File: src/rtl/uart_wb_host.sv
// UART Wishbone host: polls the UART CSR, drains RBR into an RX FIFO
// and forwards host bytes into THR.
module uart_wb_host #(
  parameter int RX_AW = 4,
  parameter int TMO   = 255
) (
  input  logic       wb_clk_i,
  input  logic       wb_rst_i,
  output logic       wbm_adr_o,
  output logic [7:0] wbm_dat_o,
  input  logic [7:0] wbm_dat_i,
  output logic       wbm_cyc_o,
  output logic       wbm_stb_o,
  output logic       wbm_we_o,
  input  logic       wbm_ack_i,
  input  logic       en_i,
  input  logic [7:0] tx_dat_i,
  input  logic       tx_vld_i,
  output logic       tx_rdy_o,
  output logic [7:0] rx_dat_o,
  output logic       rx_vld_o,
  input  logic       rx_rdy_i,
  output logic [3:0] err_o,
  input  logic       err_clr_i
);
  localparam int DEPTH = 1 << RX_AW;
  localparam logic [7:0] TMO_LAST = 8'(TMO - 1);

  typedef enum logic [1:0] {
    IDLE,
    RD_CSR,
    RD_RBR,
    WR_THR
  } state_t;

  state_t state, state_d;

  logic             stat_vld;
  logic             stat_rx;
  logic             stat_tx;
  logic [7:0]       thr;
  logic             thr_full;
  logic [7:0]       tmo_cnt;
  logic [7:0]       mem [DEPTH];
  logic [RX_AW-1:0] wp, rp;
  logic [RX_AW:0]   cnt;
  logic             fifo_full;
  logic             busy, done, abort;
  logic             csr_done, push, pop;
  logic [3:0]       err_set;

  assign busy      = state != IDLE;
  assign done      = busy & wbm_ack_i;
  // Bus phase lasts at most TMO cycles with stb high.
  assign abort     = busy & ~wbm_ack_i & (tmo_cnt == TMO_LAST);
  assign csr_done  = done & (state == RD_CSR);
  assign push      = done & (state == RD_RBR);
  assign pop       = rx_vld_o & rx_rdy_i;
  assign fifo_full = cnt[RX_AW];

  assign rx_vld_o  = cnt != '0;
  assign rx_dat_o  = mem[rp];
  assign tx_rdy_o  = ~thr_full;

  always_comb begin
    state_d   = state;
    wbm_cyc_o = 1'b0;
    wbm_stb_o = 1'b0;
    wbm_we_o  = 1'b0;
    wbm_adr_o = 1'b0;
    wbm_dat_o = 8'h00;
    unique case (state)
      IDLE: begin
        if (en_i) begin
          if (stat_vld & stat_rx & ~fifo_full)
            state_d = RD_RBR;
          else if (stat_vld & stat_tx & thr_full)
            state_d = WR_THR;
          else
            state_d = RD_CSR;
        end
      end
      RD_CSR: begin
        wbm_cyc_o = 1'b1;
        wbm_stb_o = 1'b1;
        wbm_adr_o = 1'b1;
      end
      RD_RBR: begin
        wbm_cyc_o = 1'b1;
        wbm_stb_o = 1'b1;
      end
      WR_THR: begin
        wbm_cyc_o = 1'b1;
        wbm_stb_o = 1'b1;
        wbm_we_o  = 1'b1;
        wbm_dat_o = thr;
      end
      default: state_d = IDLE;
    endcase
    if (done | abort)
      state_d = IDLE;
  end

  always_ff @(posedge wb_clk_i or posedge wb_rst_i) begin
    if (wb_rst_i) begin
      state   <= IDLE;
      tmo_cnt <= 8'h00;
    end else begin
      state <= state_d;
      if (state == IDLE)
        tmo_cnt <= 8'h00;
      else if (~wbm_ack_i)
        tmo_cnt <= tmo_cnt + 8'd1;
    end
  end

  assign err_set = {abort,
                    (csr_done & wbm_dat_i[3]) ? wbm_dat_i[2:0] : 3'b000};

  always_ff @(posedge wb_clk_i or posedge wb_rst_i) begin
    if (wb_rst_i) begin
      stat_vld <= 1'b0;
      stat_rx  <= 1'b0;
      stat_tx  <= 1'b0;
      thr      <= 8'h00;
      thr_full <= 1'b0;
      err_o    <= 4'h0;
    end else begin
      if (csr_done) begin
        stat_vld <= 1'b1;
        stat_rx  <= wbm_dat_i[3];
        stat_tx  <= wbm_dat_i[7];
      end else if (done | abort) begin
        stat_vld <= 1'b0;
      end
      if (tx_vld_i & ~thr_full) begin
        thr      <= tx_dat_i;
        thr_full <= 1'b1;
      end else if (done & (state == WR_THR)) begin
        thr_full <= 1'b0;
      end
      err_o <= (err_clr_i ? 4'h0 : err_o) | err_set;
    end
  end

  always_ff @(posedge wb_clk_i or posedge wb_rst_i) begin
    if (wb_rst_i) begin
      wp  <= '0;
      rp  <= '0;
      cnt <= '0;
    end else begin
      if (push)
        wp <= wp + 1'b1;
      if (pop)
        rp <= rp + 1'b1;
      cnt <= cnt + (RX_AW+1)'(push) - (RX_AW+1)'(pop);
    end
  end

  always_ff @(posedge wb_clk_i) begin
    if (push)
      mem[wp] <= wbm_dat_i;
  end

endmodule

File: config.mk
export PLATFORM = sky130hd
export DESIGN_NAME = uart_wb_host
export DESIGN_NICKNAME = d
export VERILOG_FILES = /design/src/rtl/uart_wb_host.sv
export SDC_FILE = /design/constraint.sdc
export NUM_CORES = 1
export LEC_CHECK = 0
export CELL_PAD_IN_SITES_DETAIL_PLACEMENT = 1
export CELL_PAD_IN_SITES_GLOBAL_PLACEMENT = 1
export CORE_MARGIN = 2
export CORE_UTILIZATION = 45
export DETAILED_ROUTE_END_ITERATION = 10
export HOLD_SLACK_MARGIN = 0.12
export PLACE_DENSITY = 0.8
export SYNTH_ARGS = -nofsm -noshare
export SYNTH_HDL_FRONTEND = slang
export SYNTH_SLANG_ARGS = --single-unit
File: constraint.sdc
create_clock -name wb_clk_i -period 2.35 [get_ports wb_clk_i]
set_input_delay 0.705 -clock wb_clk_i [delete_from_list [all_inputs] [get_ports wb_clk_i]]
set_output_delay 0.705 -clock wb_clk_i [all_outputs]
set_load 0.05 [all_outputs]
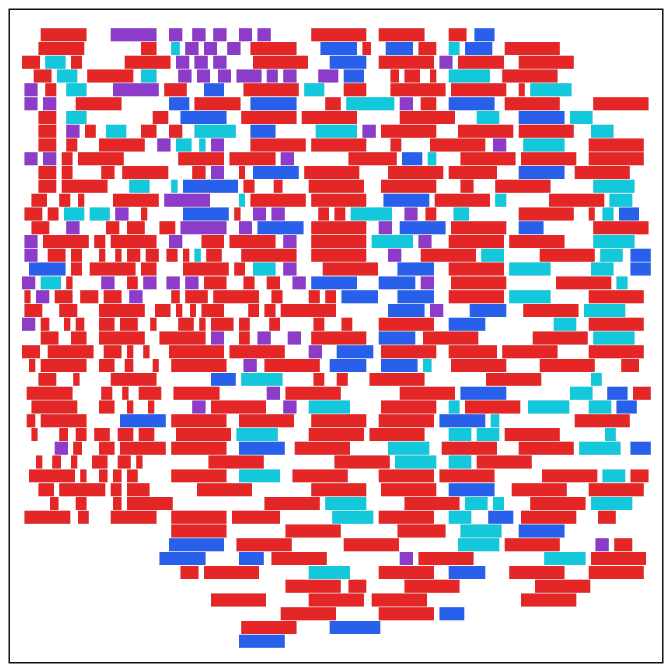
drive_strength.png
legend:
  drive 2:
    colour: cyan
    cells: 75
  drive 1 or less:
    colour: red
    cells: 324
  drive 6 and up:
    colour: blue
    cells: 56
  drive 3 to 4:
    colour: purple
    cells: 72
final critical-path setup slack: -506 ps
cell area after layout: 9070 um^2
synth-to-layout area growth: 29.8%
number of non-clock buffers: 121

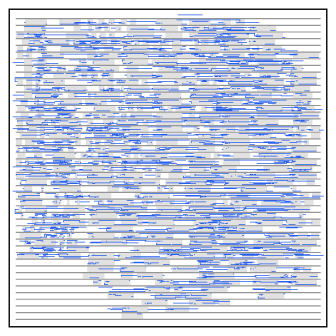
met1.png
Supply wires on this layer in grey. Cells faint in the background.
main direction: horizontal
nets with wire on the layer: 504
count of vias placed by the detailed router: 3917
met1 track utilization from global routing: 28.0%
wire length after detailed routing: 16700 um

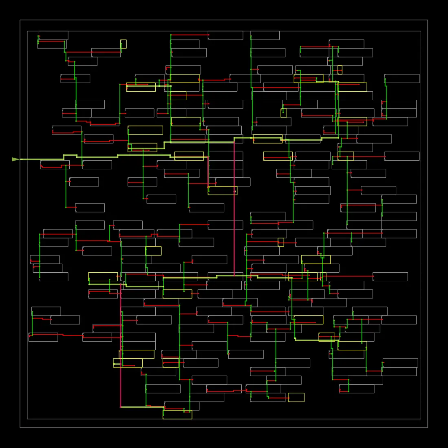
final_clocks.png
Sinks on Clock Net: 167
clock buffer count: 26

==> summary.txt <==
Item: results of the latest flow run.

- The global routing report lists combined usage of all routing layers as 21.6%.
- The average instance area after synthesis is between 15 and 20 um^2.
- The most common cell in the synthesized netlist is edfxtp_1.
- Endpoints with negative setup slack in the final report add up to 12.
- The total congestion overflow is 0.
- The critical hold path startpoint is thr[1].
- The warning count from the yosys run is 0.
- The last element of the critical path is rx_dat_o[1].
- The region available for standard cell placement spans about 15000 um^2.
- The synth_stat.txt file lists the number of cells as around 400.
- The post-synthesis net count is 429.
- In this run the VDD rail shows a maximum IR drop of around 900 uV.
- The final worst setup slack is -506 ps.
- The final count of hold timing violations is 0.
- The number of cells on the worst reg-to-reg path is 12.
- The synthesized design contains approximately 170 register bits.
- TritonCTS built the clock tree.
- The hold slack is roughly 500 ps.
- Measured against its own limit, the worst slew margin works out to a little over half.
- The run finished, with violations left.
- The and-or/or-and share of the synthesized area is a little under 4%.
- The arithmetic-cell share of the synthesized area counting full adders, half adders and majority gates is under 10%.
- In the placement report, post-DP HPWL is listed as around 11000 um.
- Per the gpl log, the routability congestion estimate is 0.791.
- After synthesis, the cell types taking the most area are edfxtp_1 (55%), dfrtp_1 (14%), mux4_1 (7.9%), mux4_2 (3.5%), ha_1 (2.3%).
- The pre-CTS worst setup slack is -382 ps.
- At the end of the flow the core is filled with cells to about three fifths.
- The vias per cell is around 5.5.
- The first global-routing pass estimated between 20000 and 30000 um of wire.
- The largest stage delay on the critical path is 500 ps.
- The cell sitting at the root of the clock tree is a clkbuf_16.
- The final reports fail on setup timing.
- TritonCTS created 17 clock buffers.
- The origin of the critical flop-to-flop path is cnt[3].
- The count of H-tree levels built during CTS is 4.
- The vertical extent of the die is 129 um.
- The library cell contributing the largest single delay on the critical path is mux4_2.
- The count of unique library cells instantiated by Yosys is roughly 47.
- The clock-pin slew on the worst setup and hold paths is ~60 ps.
- The via count of the first global-routing pass is roughly 4400.
- The DRC violation total left in the routed layout is recorded as 0.
- By instance count after routing, the leading logic cell types are edfxtp_1 (128), buf_4 (65), dfrtp_1 (38).
- The fraction of post-synthesis cell area in the top cell type by area is 55.0%.
- Post-synthesis, Yosys gives the total cell area as between 6000 and 7000 um^2.
- The most frequent standard cell in the layout excluding fill and tap cells is edfxtp_1.
- The number of cells on the worst hold path is listed as 1.
-- flip-flops by register name, summed over array words and instances, names as in the netlist --
| signal | flops |
|---|---|
| mem | 128 |
| thr | 8 |
| tmo_cnt | 8 |
| cnt | 5 |
| err_o | 4 |
| rp | 4 |
| wp | 4 |
| state | 2 |
| stat_rx | 1 |
| stat_tx | 1 |
| stat_vld | 1 |
| thr_full | 1 |
-- area by class of cell --
type                    count  area (um^2)
inverters                  17         66.3
clock inverters             6         80.1
well taps                 188          235
repair buffers            121         1240
fillers                  1369         6130
multi-input cells         190         2070
flip-flops and latches    167         4820
clock buffers              26          562
-- kinds of logic after synthesis --
group | after synthesis
compound gates | 39
xor+xnor | 14
fa+ha+maj | 14
buf+inv | 35
flops | 167
mux | 43
simple gates | 80
-- repair_timing --
action	CTS	global route
resized	57	6
gates cloned	1	0
buffers inserted	17	2
setup endpoints to repair	13	17
pin swaps	9	7
hold endpoints to repair	0	0
-- through the flow --
stage / power [mW] / TNS [ps]
detailed placement: 7.59 / -23270
CTS: 11.4 / -4230
finish: 11.4 / -4180
global route: 11.8 / -5110
global placement: 7.41 / -22950
floorplan: 6.38 / -229
-- where the power goes --
part	total, mW	switching [mW]	internal, mW
Sequential	3.74	0.254	3.48
Combinational	4.67	2.47	2.19
Clock	2.95	1.09	1.86
Total	11.4	3.82	7.53
-- routing by layer --
layer | global-route usage (%) | vias up | wire length, um
li1 | - | 1757 | -
met3 | 4.49 | 10 | 602
met4 | 4.92 | 0 | 121
met2 | 37.6 | 96 | 8750
met5 | 0 | - | 0
met1 | 28.0 | 2054 | 7180
-- critical path, delay by kind of cell (launching register included) --
kind / cells / cell delay, ps
buffers and inverters: 4 / 520
AND-OR/OR-AND: 1 / 170
flip-flops: 1 / 420
AND/OR/NAND/NOR: 1 / 110
multiplexers: 1 / 500
No activity file was given, so power comes from the tool's default toggle rates.
